==> config.mk <==
export PLATFORM = sky130hd
export DESIGN_NAME = hstl_bus_turn_ctrl
export DESIGN_NICKNAME = d
export VERILOG_FILES = /design/src/rtl/hstl_bus_pkg.sv /design/src/rtl/rr_arb2.sv /design/src/rtl/hstl_bus_turn_ctrl.sv
export SDC_FILE = /design/constraint.sdc
export NUM_CORES = 1
export LEC_CHECK = 0
export CAP_MARGIN = 5
export CORE_UTILIZATION = 37
export DETAILED_ROUTE_END_ITERATION = 7
export GPL_TIMING_DRIVEN = 0
export PLACE_DENSITY = 0.72
export SLEW_MARGIN = 20
export SYNTH_ARGS = -nofsm -noshare
export SYNTH_HDL_FRONTEND = slang
export SYNTH_SLANG_ARGS = --single-unit
==> constraint.sdc <==
create_clock -name CLK -period 1.7 [get_ports CLK]
set_input_delay 0.34 -clock CLK [delete_from_list [all_inputs] [get_ports CLK]]
set_output_delay 0.34 -clock CLK [all_outputs]
set_load 0.03 [all_outputs]
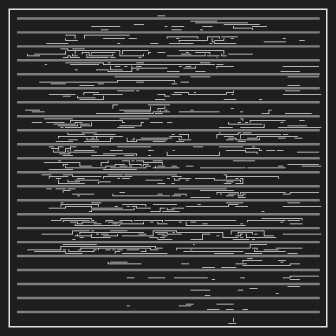
*Met1 routing, run 1*
Supply wires on this layer in gray.
share of all routed wire	46%
main direction	horizontal
nets with wire on the layer	218
longest straight run	21.6 µm
vias: 1266
total detailed-routing wirelength: 3370 µm
M1 GR Usage: 0.208

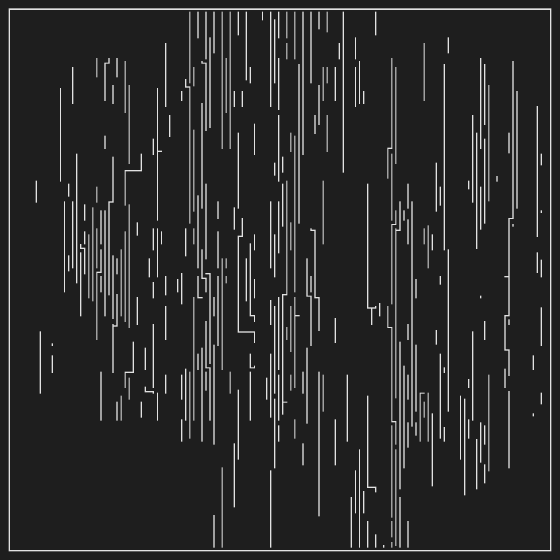
*The metal 2 layer, run 1*
wire length on this layer	1620 µm
share of all routed wire	48%
longest straight run	25.5 µm
met2 GRT Util: 0.304

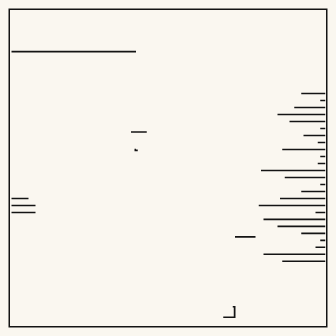
*M3 wires, run 1*
main direction	horizontal
wire length on this layer	184 µm
share of all routed wire	5.5%
fraction of met3 tracks used by global routing: 0.0273

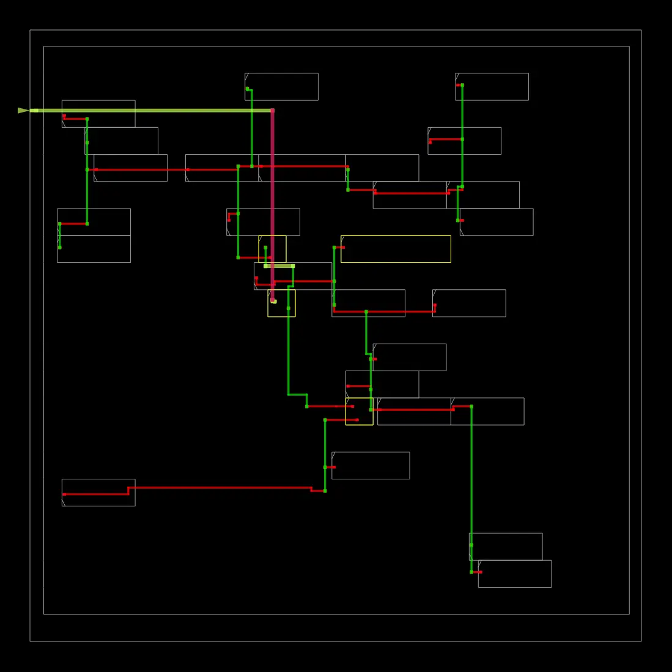
*Clock nets, run 1*
setup skew after layout: 7.90 ps
final sequential cell count: 26
worst-skew pair later-pin latency: 320 ps
clock network power consumption: 421 µW
clock sink total: 26

==> notes.md, run 1 <==
Results of the flow run.

The run finished with clean final reports. Buffers inserted to repair hold after CTS numbered 0. The proportion of layout cells with a drive suffix above 1 stands at 0.203. Per the run report, area growth between synthesis and finish was 61.4%. The initial detailed-routing violation count stands at 39. The required time of the critical path stands at around 2000 ps. Hold-check failures listed in the final report amount to 0. Yosys reports a chip area of about 0.0013 mm². The static power due to leakage stands at 1.08 nW. For reference, the most critical setup path is categorized as register to register. Synthesis instantiated 34 different standard cells from the library.

STA reports the tightest min-delay check as being of type register to register. The worst setup path is captured at a register. The floorplan step set the die height to between 60 and 70 µm. According to the floorplan report, the placeable core area is roughly 0.0034 mm². Setup repair after global routing could not meet its margin everywhere. Max-slew check failures listed in the final report amount to 0. Entering global routing, the biggest net connects 16 pins. The cell total in the yosys stat output stands at between 150 and 200. The signal on the critical path passes through inv_4 > ha_4 > buf_4 > and4b_4 > or4_1 > a21oi_1.

Summed over all instances, the cell type with the most area after synthesis is sky130_fd_sc_hd__dfxtp_1. The library cell used most frequently in the layout, excluding fill and tap cells, is sky130_fd_sc_hd__clkdlybuf4s50_1. The power density relative to cell area stands at around 1300 mW/mm². The overall die size recorded for this design is approximately 0.0038 mm². The sequential fraction of the synthesis area stands at 0.398. The slowest stage of the critical path is the sky130_fd_sc_hd__or4_1 cell. According to the floorplan report, the die width is 61.5 µm.

The number of buffers created by CTS stands at 3. Before antenna repair, the detailed router went through 4 iterations. The post-synth count of flops with an enable pin is 0.

In the post-synthesis netlist, the biggest area contributors are sky130_fd_sc_hd__dfxtp_1 (40%), sky130_fd_sc_hd__a21oi_1 (8.0%), sky130_fd_sc_hd__nand2_1 (6.9%). The routability congestion estimate stands at 0.821. The worst stage delay on the critical path stands at about 510 ps. The number of rows created at floorplan stands at 21. The cell count after synthesis came out at 151. Summing all flip-flop and latch instances after layout gives 527 µm². Clock tree synthesis selected as its root buffer the cell sky130_fd_sc_hd__clkbuf_4.
-- run 1: power breakdown --
part,total (mW),switching (mW),internal [mW]
clock network,0.421,0.183,0.238
registers,0.840,0.0878,0.752
logic,1.41,0.800,0.609
-- run 1: cells by family after synthesis --
| family | synth area share |
|---|---|
| compound gates | 0.222 |
| simple gates | 0.165 |
| flops | 0.398 |
| buf+inv | 0.0965 |
| mux | 0.0612 |
| fa+ha+maj | 0.0574 |
-- run 1: repair_timing --
item | in CTS | in global routing
hold endpoints to repair | 0 | 0
pin swaps | 2 | 3
resized | 50 | 16
setup buffers | 3 | 3
endpoints found under the setup margin | 34 | 23
-- run 1: Yosys cell counts (2+ instances only) --
| cell type | count |
|---|---|
| sky130_fd_sc_hd__a21oi_1 | 21 |
| sky130_fd_sc_hd__a221oi_1 | 3 |
| sky130_fd_sc_hd__buf_2 | 2 |
| sky130_fd_sc_hd__buf_4 | 9 |
| sky130_fd_sc_hd__clkbuf_1 | 3 |
| sky130_fd_sc_hd__dfxtp_1 | 26 |
| sky130_fd_sc_hd__ha_1 | 6 |
| sky130_fd_sc_hd__inv_1 | 9 |
| sky130_fd_sc_hd__mux2i_1 | 8 |
| sky130_fd_sc_hd__nand2_1 | 24 |
| sky130_fd_sc_hd__nor2_1 | 5 |
| sky130_fd_sc_hd__nor2b_1 | 2 |
| sky130_fd_sc_hd__o21ai_0 | 3 |
| sky130_fd_sc_hd__o31ai_1 | 10 |
-- run 1: layout make-up --
type | count | share of cell area
buffer | 12 | 0.0427
clock buffer | 3 | 0.0107
clock inverter | 1 | 0.0142
inverter | 10 | 0.0201
multi-input combinational | 101 | 0.340
sequential | 26 | 0.249
tap | 46 | 0.0273
timing repair buffer | 64 | 0.296
-- run 1: per-stage QoR --
| stage | std cells | setup WS, ps |
|---|---|---|
| floorplan | 151 | -11.0 |
| global placement | 255 | -806 |
| finish | 263 | 24.4 |
| global route | 263 | -58.9 |
| CTS | 261 | 1.67 |
| detailed placement | 255 | -825 |
-- run 1: critical path, delay by kind of cell, from the launching register on --
family,cells,cell delay [ps]
flip-flops,1,400
AND/OR/NAND/NOR,2,700
buffers and inverters,2,190
AND-OR/OR-AND,1,140
adder cells (fa/ha/maj),1,170
-- run 1: routing by layer --
| metal | up-vias | part of all wire |
|---|---|---|
| li1 | 654 | - |
| met3 | 2 | 0.054 |
| met1 | 575 | 0.46 |
| met4 | 0 | 0.0056 |
| met5 | - | 0 |
| met2 | 35 | 0.48 |
==> run 2: changes to the inputs <==
CAP_MARGIN = default   (was 5)
CTS_BUF_LIST = sky130_fd_sc_hd__clkbuf_4 sky130_fd_sc_hd__clkbuf_8 sky130_fd_sc_hd__clkbuf_16   (was default)
SLEW_MARGIN = default   (was 20)
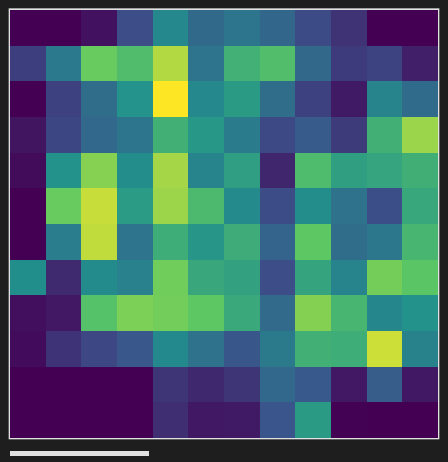
*Signal metal coverage by tile, run 2*
The bar under the picture is 20 µm long. 12 x 12 tiles, from dark purple (low) to yellow (high), scaled to the fullest tile. Values are wire area over tile area, all layers added.
nearly empty tiles	13%
fullest tile	0.36
mean over tiles	0.14
average detailed-routed wire length per instance: 12.8 µm
overall routing resource usage: 0.170

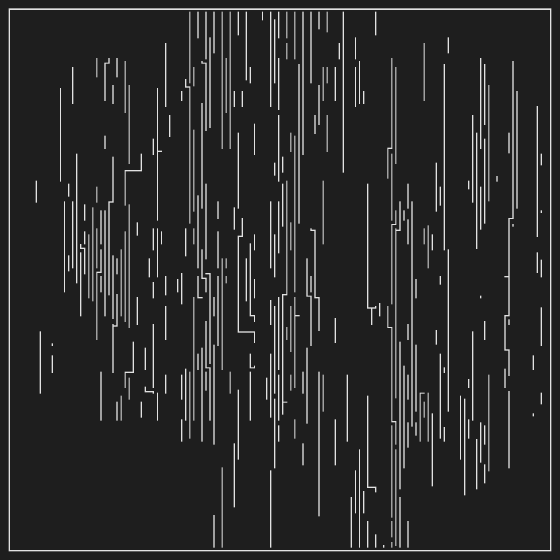
*The metal 2 layer, run 2*
nets with wire on the layer	209
share of all routed wire	48%
wire length on this layer	1620 µm

==> run 2 against run 1 <==
- count of clock-buffer cells in the layout unchanged
- combinational power about the same
- synthesized cell count stayed put
- first-iteration DRC count unchanged
- maximum frequency stayed put
- worst hold slack did not move
- worst setup slack unchanged
- critical endpoint unchanged
- sequential cell count did not move
- critical path depth unchanged
- sequential share of layout area unchanged
- clock power hardly changed
- critical path type unchanged
==> notes.md, run 2 <==
Results of the flow run.

The layout-stage area growth over the synthesis result stands at 61.4% (unchanged). CP cell instances: inv_4 > ha_4 > buf_4 > and4b_4 > or4_1 > a21oi_1 (unchanged). The footprint of the flip-flops and latches stands at 527 µm² (unchanged). The final cell count without fillers stands at 263 (unchanged). The yosys synthesis chip area stands at 0.00131 mm² (unchanged). The sequential fraction of the synthesis area is 0.398 (unchanged). The initial detailed-routing violation count came to 39 (unchanged). The number of slew-limit violations in the final report stands at 0 (unchanged). The number of search-and-repair iterations in the first detailed-routing pass came to 4 (unchanged). The core footprint stands at 0.00336 mm² (unchanged). The master of the slowest instance on the critical path is sky130_fd_sc_hd__or4_1 (unchanged). The count of mapped cells out of synthesis stands at 151 (unchanged). The most numerous logic cell after layout is sky130_fd_sc_hd__clkdlybuf4s50_1 (unchanged). The die outline area stands at 0.00378 mm² (unchanged). Result of the run: complete, no violations (unchanged). The routability congestion estimate stands at 0.821 (unchanged). The total via count after detailed routing is 1266 (unchanged). The required time of the critical path is 1950 ps (about the same). The power density relative to cell area stands at 1260 mW/mm² (unchanged). The TritonCTS sink count is 26 (unchanged). The width of the die came to 61.5 µm (unchanged). The largest net degree at the start of global routing stands at 16 (unchanged).

The number of rows created at floorplan came to 21 (unchanged). The CTS root buffer is sky130_fd_sc_hd__clkbuf_4 (unchanged). The final worst setup slack was 24.4 ps (unchanged). The clock latency on the worst-skew pair stands at 320 ps (about the same).

The critical setup path kind is register to register (unchanged). The static power due to leakage stands at 1.08 nW (unchanged). The number of buffers created by CTS stands at 3 (unchanged). The worst min-delay path class is register to register (unchanged). Synth top cells by count: sky130_fd_sc_hd__dfxtp_1 (26), sky130_fd_sc_hd__nand2_1 (24), sky130_fd_sc_hd__a21oi_1 (21) (unchanged).
-- run 2: cell counts in the layout (fill, tap and decap cells not counted) --
Identical to the previous run, type by type.
-- run 2: cells by family after synthesis --
| group | Yosys count | synth area share |
|---|---|---|
| fa+ha+maj | 6 | 0.0574 |
| buf+inv | 24 | 0.0965 |
| flops | 26 | 0.398 |
| compound gates | 44 | 0.222 |
| simple gates | 43 | 0.165 |
| mux | 8 | 0.0612 |
-- run 2: worst reg2reg max path, cell delays in order (launching register included) --
cell and delay (ps):
sky130_fd_sc_hd__dfxtp_4 400, sky130_fd_sc_hd__inv_4 50, sky130_fd_sc_hd__ha_4 170, sky130_fd_sc_hd__buf_4 150, sky130_fd_sc_hd__and4b_4 190, sky130_fd_sc_hd__or4_1 510
sky130_fd_sc_hd__a21oi_1 140
-- run 2: area by class of cell --
type	count	area share
Buffer	12	0.0427
Inverter	10	0.0201
Sequential cell	26	0.249
Clock buffer	3	0.0107
Timing Repair Buffer	64	0.296
Multi-Input combinational cell	101	0.340
Clock inverter	1	0.0142
Tap cell	46	0.0273
-- run 2: what timing repair did --
action / 4_1_cts / 5_1_grt
resized: 50 / 16
endpoints found under the setup margin: 34 / 23
buffers inserted: 3 / 3
pin swaps: 2 / 3
-- run 2: power by group --
part	switching [mW]	internal (mW)	leakage, nW
registers	0.0878	0.752	0.213
clock network	0.183	0.238	0.0279
logic	0.800	0.609	0.843
-- run 2: per-layer routing --
layer | track usage | vias to the layer above | share of wire
li1 | - | 654 | -
met4 | 0.0540 | 0 | 0.0056
met3 | 0.0273 | 2 | 0.054
met1 | 0.208 | 575 | 0.46
met2 | 0.304 | 35 | 0.48
met5 | 0 | - | 0
Power and IR drop assume default switching activity.
